===== config.mk =====
export PLATFORM = sky130hd
export DESIGN_NAME = keypad_matrix_emu
export DESIGN_NICKNAME = d
export VERILOG_FILES = /design/src/rtl/keypad_pkg.sv /design/src/rtl/keypad_lfsr.sv /design/src/rtl/keypad_matrix_emu.sv
export SDC_FILE = /design/constraint.sdc
export NUM_CORES = 1
export LEC_CHECK = 0
export CELL_PAD_IN_SITES_DETAIL_PLACEMENT = 1
export CELL_PAD_IN_SITES_GLOBAL_PLACEMENT = 1
export CORE_MARGIN = 2
export CORE_UTILIZATION = 43
export CTS_BUF_LIST = sky130_fd_sc_hd__clkbuf_8
export CTS_CLUSTER_SIZE = 40
export DETAILED_ROUTE_END_ITERATION = 10
export GPL_TIMING_DRIVEN = 0
export PLACE_DENSITY_LB_ADDON = 0.08
export SLEW_MARGIN = 20
export SYNTH_ARGS = -nofsm -noshare
export SYNTH_HDL_FRONTEND = slang
export SYNTH_HIERARCHICAL = 1
export SYNTH_SLANG_ARGS = --single-unit

===== constraint.sdc =====
create_clock -name clk -period 3.5 [get_ports clk]
set_input_delay 0.525 -clock clk [delete_from_list [all_inputs] [get_ports clk]]
set_output_delay 0.525 -clock clk [all_outputs]
set_load 0.01 [all_outputs]

===== src/rtl/keypad_pkg.sv =====
// Shared keypad types: emulator state, key-to-matrix position decode and LFSR taps.
// Reused by the keypad emulator, scanner decode logic and benches.
package keypad_pkg;

  typedef enum logic [1:0] {
    ST_IDLE,
    ST_BOUNCE_PRESS,
    ST_HOLD,
    ST_BOUNCE_REL
  } emu_state_t;

  typedef struct packed {
    logic [1:0] row;
    logic [1:0] col;
  } key_pos_t;

  // Fibonacci taps 16,14,13,11 expressed as bit positions 15,13,12,10.
  localparam logic [15:0] LFSR_TAPS = 16'hB400;

  function automatic key_pos_t key_to_pos(input logic [3:0] key);
    key_pos_t pos;
    case (key)
      4'h1: pos = '{row: 2'd0, col: 2'd0};
      4'h2: pos = '{row: 2'd0, col: 2'd1};
      4'h3: pos = '{row: 2'd0, col: 2'd2};
      4'hC: pos = '{row: 2'd0, col: 2'd3};
      4'h4: pos = '{row: 2'd1, col: 2'd0};
      4'h5: pos = '{row: 2'd1, col: 2'd1};
      4'h6: pos = '{row: 2'd1, col: 2'd2};
      4'hD: pos = '{row: 2'd1, col: 2'd3};
      4'h7: pos = '{row: 2'd2, col: 2'd0};
      4'h8: pos = '{row: 2'd2, col: 2'd1};
      4'h9: pos = '{row: 2'd2, col: 2'd2};
      4'hE: pos = '{row: 2'd2, col: 2'd3};
      4'hA: pos = '{row: 2'd3, col: 2'd0};
      4'h0: pos = '{row: 2'd3, col: 2'd1};
      4'hB: pos = '{row: 2'd3, col: 2'd2};
      default: pos = '{row: 2'd3, col: 2'd3};
    endcase
    return pos;
  endfunction

endpackage


===== src/rtl/keypad_lfsr.sv =====
// 16-bit Fibonacci LFSR used as the contact-bounce source of the keypad emulator.
// A zero seed would lock the register, so it is replaced by 16'h0001.
module keypad_lfsr
  import keypad_pkg::*;
#(
  parameter logic [15:0] SEED = 16'hACE1
) (
  input  logic        clk,
  input  logic        rst,
  input  logic        en_i,
  output logic [15:0] lfsr_o
);

  localparam logic [15:0] SEED_EFF = (SEED == 16'h0000) ? 16'h0001 : SEED;

  logic [15:0] lfsr_q;

  always_ff @(posedge clk) begin
    if (rst) begin
      lfsr_q <= SEED_EFF;
    end else if (en_i) begin
      lfsr_q <= {lfsr_q[14:0], ^(lfsr_q & LFSR_TAPS)};
    end
  end

  assign lfsr_o = lfsr_q;

endmodule


===== src/rtl/keypad_matrix_emu.sv =====
// 4x4 matrix keypad emulator: presses one commanded key and answers the column drive.
// Contact bounce phases are present only when KEYPAD_EMU_BOUNCE_EN is defined.
module keypad_matrix_emu
  import keypad_pkg::*;
#(
  parameter int          BOUNCE_CYCLES = 16,
  parameter int          HOLD_W        = 16,
  parameter logic [15:0] LFSR_SEED     = 16'hACE1
) (
  input  logic              clk,
  input  logic              rst,
  input  logic [3:0]        keypad_cols,
  output logic [3:0]        keypad_rows,
  input  logic              cmd_valid,
  output logic              cmd_ready,
  input  logic [3:0]        cmd_key,
  input  logic [HOLD_W-1:0] cmd_hold,
  output logic              busy,
  output logic              done
);

  emu_state_t        state_q;
  key_pos_t          pos_q;
  logic [HOLD_W-1:0] hold_cnt_q;
  logic              done_q;
  logic [3:0]        rows_q;
  logic [3:0]        rows_d;
  logic              contact;

`ifdef KEYPAD_EMU_BOUNCE_EN
  localparam int BC_W = $clog2(BOUNCE_CYCLES + 1);
  localparam logic [BC_W-1:0] BNC_LOAD = BC_W'(BOUNCE_CYCLES - 1);

  logic [BC_W-1:0] bnc_cnt_q;
  logic [15:0]     lfsr;
  logic [14:0]     unused_lfsr;

  keypad_lfsr #(.SEED(LFSR_SEED)) u_lfsr (
    .clk    (clk),
    .rst    (rst),
    .en_i   (1'b1),
    .lfsr_o (lfsr)
  );
  assign unused_lfsr = lfsr[15:1];
`else
  logic unused_cfg;
  assign unused_cfg = ^{LFSR_SEED, BOUNCE_CYCLES[0]};
`endif

  always_comb begin
    contact = 1'b0;
    case (state_q)
      ST_HOLD: contact = 1'b1;
`ifdef KEYPAD_EMU_BOUNCE_EN
      ST_BOUNCE_PRESS, ST_BOUNCE_REL: contact = lfsr[0];
`endif
      default: contact = 1'b0;
    endcase
  end

  // Only the latched key's row can be pulled low, and only by its own column.
  always_comb begin
    rows_d = 4'hF;
    if (contact && !keypad_cols[pos_q.col]) begin
      rows_d = ~(4'b0001 << pos_q.row);
    end
  end

  always_ff @(posedge clk) begin
    if (rst) begin
      state_q    <= ST_IDLE;
      pos_q      <= '0;
      hold_cnt_q <= '0;
      done_q     <= 1'b0;
      rows_q     <= 4'hF;
`ifdef KEYPAD_EMU_BOUNCE_EN
      bnc_cnt_q  <= '0;
`endif
    end else begin
      done_q <= 1'b0;
      rows_q <= rows_d;
      case (state_q)
        ST_IDLE: begin
          if (cmd_valid) begin
            pos_q      <= key_to_pos(cmd_key);
            hold_cnt_q <= (cmd_hold == '0) ? '0 : cmd_hold - HOLD_W'(1);
`ifdef KEYPAD_EMU_BOUNCE_EN
            bnc_cnt_q  <= BNC_LOAD;
            state_q    <= ST_BOUNCE_PRESS;
`else
            state_q    <= ST_HOLD;
`endif
          end
        end
`ifdef KEYPAD_EMU_BOUNCE_EN
        ST_BOUNCE_PRESS: begin
          if (bnc_cnt_q == '0) begin
            state_q <= ST_HOLD;
          end else begin
            bnc_cnt_q <= bnc_cnt_q - BC_W'(1);
          end
        end
        ST_BOUNCE_REL: begin
          if (bnc_cnt_q == '0) begin
            state_q <= ST_IDLE;
            done_q  <= 1'b1;
          end else begin
            bnc_cnt_q <= bnc_cnt_q - BC_W'(1);
          end
        end
`endif
        ST_HOLD: begin
          if (hold_cnt_q == '0) begin
`ifdef KEYPAD_EMU_BOUNCE_EN
            bnc_cnt_q <= BNC_LOAD;
            state_q   <= ST_BOUNCE_REL;
`else
            state_q   <= ST_IDLE;
            done_q    <= 1'b1;
`endif
          end else begin
            hold_cnt_q <= hold_cnt_q - HOLD_W'(1);
          end
        end
        default: state_q <= ST_IDLE;
      endcase
    end
  end

  assign keypad_rows = rows_q;
  assign cmd_ready   = (state_q == ST_IDLE) && !rst;
  assign busy        = (state_q != ST_IDLE);
  assign done        = done_q;

endmodule


==> flow_summary.toml <==
# synthesis and place-and-route metrics
[outcome]
status = "completed"

[pwr]
max-vdd-ir-drop_uv = 278
power.leakage_nw = 0.820
seq_power_share_pct = 43.3
p_per_area_nw_per_um2 = 364
p_clk_share_pct = 21.2
power.internal_uw = 533
combPwrFrac_pct = 35.5

[hold_path]
min_delay_path_depth = 1
hp-start = "pos_q[2]"

[setup_path]
crit_type = "in -> out"
crit_top_cell = "clkdlybuf4s50_1"
rrSetupSlack_ns = 1.06
cp.depth = 5
crit_path_start = "rst"
path_max_fanout = 10
path_delay_family = "buffers and inverters"
reg2reg_from = "hold_cnt_q[0]"

[final_layout]
antennaDiodeCount = 0
lay_top_count = "clkdlybuf4s50_1"
fin_nets = 294
comb_area_um2 = 1180
layout_top_cells = "clkdlybuf4s50_1 (33), nor2_1 (27), dfxtp_1 (26)"
comb_cells = 184
final_cell_area_um2 = 2260
fin_cells = 312
clock_buffers = 3

[drt]
wl_per_cell_um = 17.7
wl_um = 5510
routed-wl-met2_um = 2630
drt-met1-wl_um = 2610
routed-wl-met3_um = 207

[synthesis]
async_flop_share_pct = 0
yosys-stat-cells = 226
mux_share_pct = 2.40
yosys_area_um2 = 1820
edf_count = 0
synth_cell_type_count = 60
syn_area_um2 = 1820
area_leaders = "dfxtp_1 (29%), nor2_1 (5.6%), nand2_1 (4.9%)"
fp_nets = 256
netlist.area_leader.share_pct = 28.6
simple_gate_share_pct = 35.0

[clock_tree]
clockBufferDepth = 2
cts_buffers = 3
clkLatencyLatePin_ns = 0.28
cts_hold_buf = 0
clk_pin_slew_worst_paths_ns = 0.09
root_buffer = "clkbuf_8"

[global_routing]
grtUsageMet1_pct = 33.7
track_usage_pct = 24.2
grt_max_degree = 14
antenna_found_initial = 0

[floorplanning]
core_um2 = 4030

[place]
place_inst = 309
gp_congestion = 0.902
placed_area_um2 = 2220

[timing]
setup_slack_ns = 0.847
drv_slew = 0
whs_ns = 0.435
period_needed_ns = 2.65
worst_pin_slew_ns = 0.746
grt_setup_unrepaired = "false"
post-route-period-util_pct = 75.8

[job]
maxCapViolCount = 0
flip-flops by register name, indices dropped and copies added, names as in the netlist:
signal       count
pos_q            4
state_q          1
hold_cnt_q      16
keypad_rows      4
done             1
worst reg2reg max path: stages (launching register included):
cell	delay [ns]
dfxtp_1	0.35
inv_1	0.15
ha_1	0.16
nor4b_1	0.48
nand4_1	0.45
nand2_1	0.31
nor3_1	0.07
or3_1	0.36
power by group through the flow:
stage | clock network, mW | registers [mW] | logic (mW)
2_1_floorplan | 0 | 0.353 | 0.188
3_3_place_gp | 0 | 0.359 | 0.282
3_5_place_dp | 0 | 0.361 | 0.287
4_1_cts | 0.176 | 0.355 | 0.289
5_1_grt | 0.186 | 0.359 | 0.322
6_report | 0.174 | 0.356 | 0.291
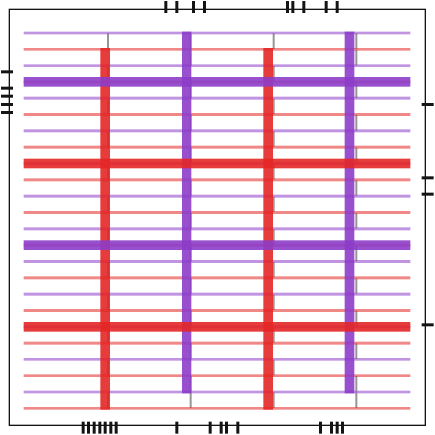
**Above:** supply network.
Scale: 6 px per um. Pins as bars on the die edge. Tap cells in grey.
net	colour
VSS	red
VDD	purple
met1 rails	24
signal pins	34
met4 straps	4

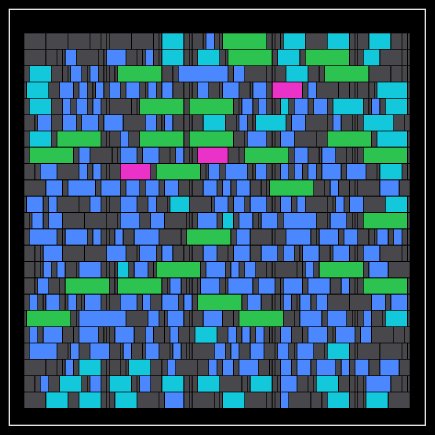
**Above:** placed cells, one colour a class.
Scale: 6 px per um. Fill, decap, tap and diode cells in grey.
class	colour	cells	share of their area
clock-net drivers	magenta	3	1.9%
registers	green	26	24%
remaining buffers and delay cells	cyan	43	20%
remaining logic cells	blue	190	55%

No activity file was given, so power comes from the tool's default toggle rates.
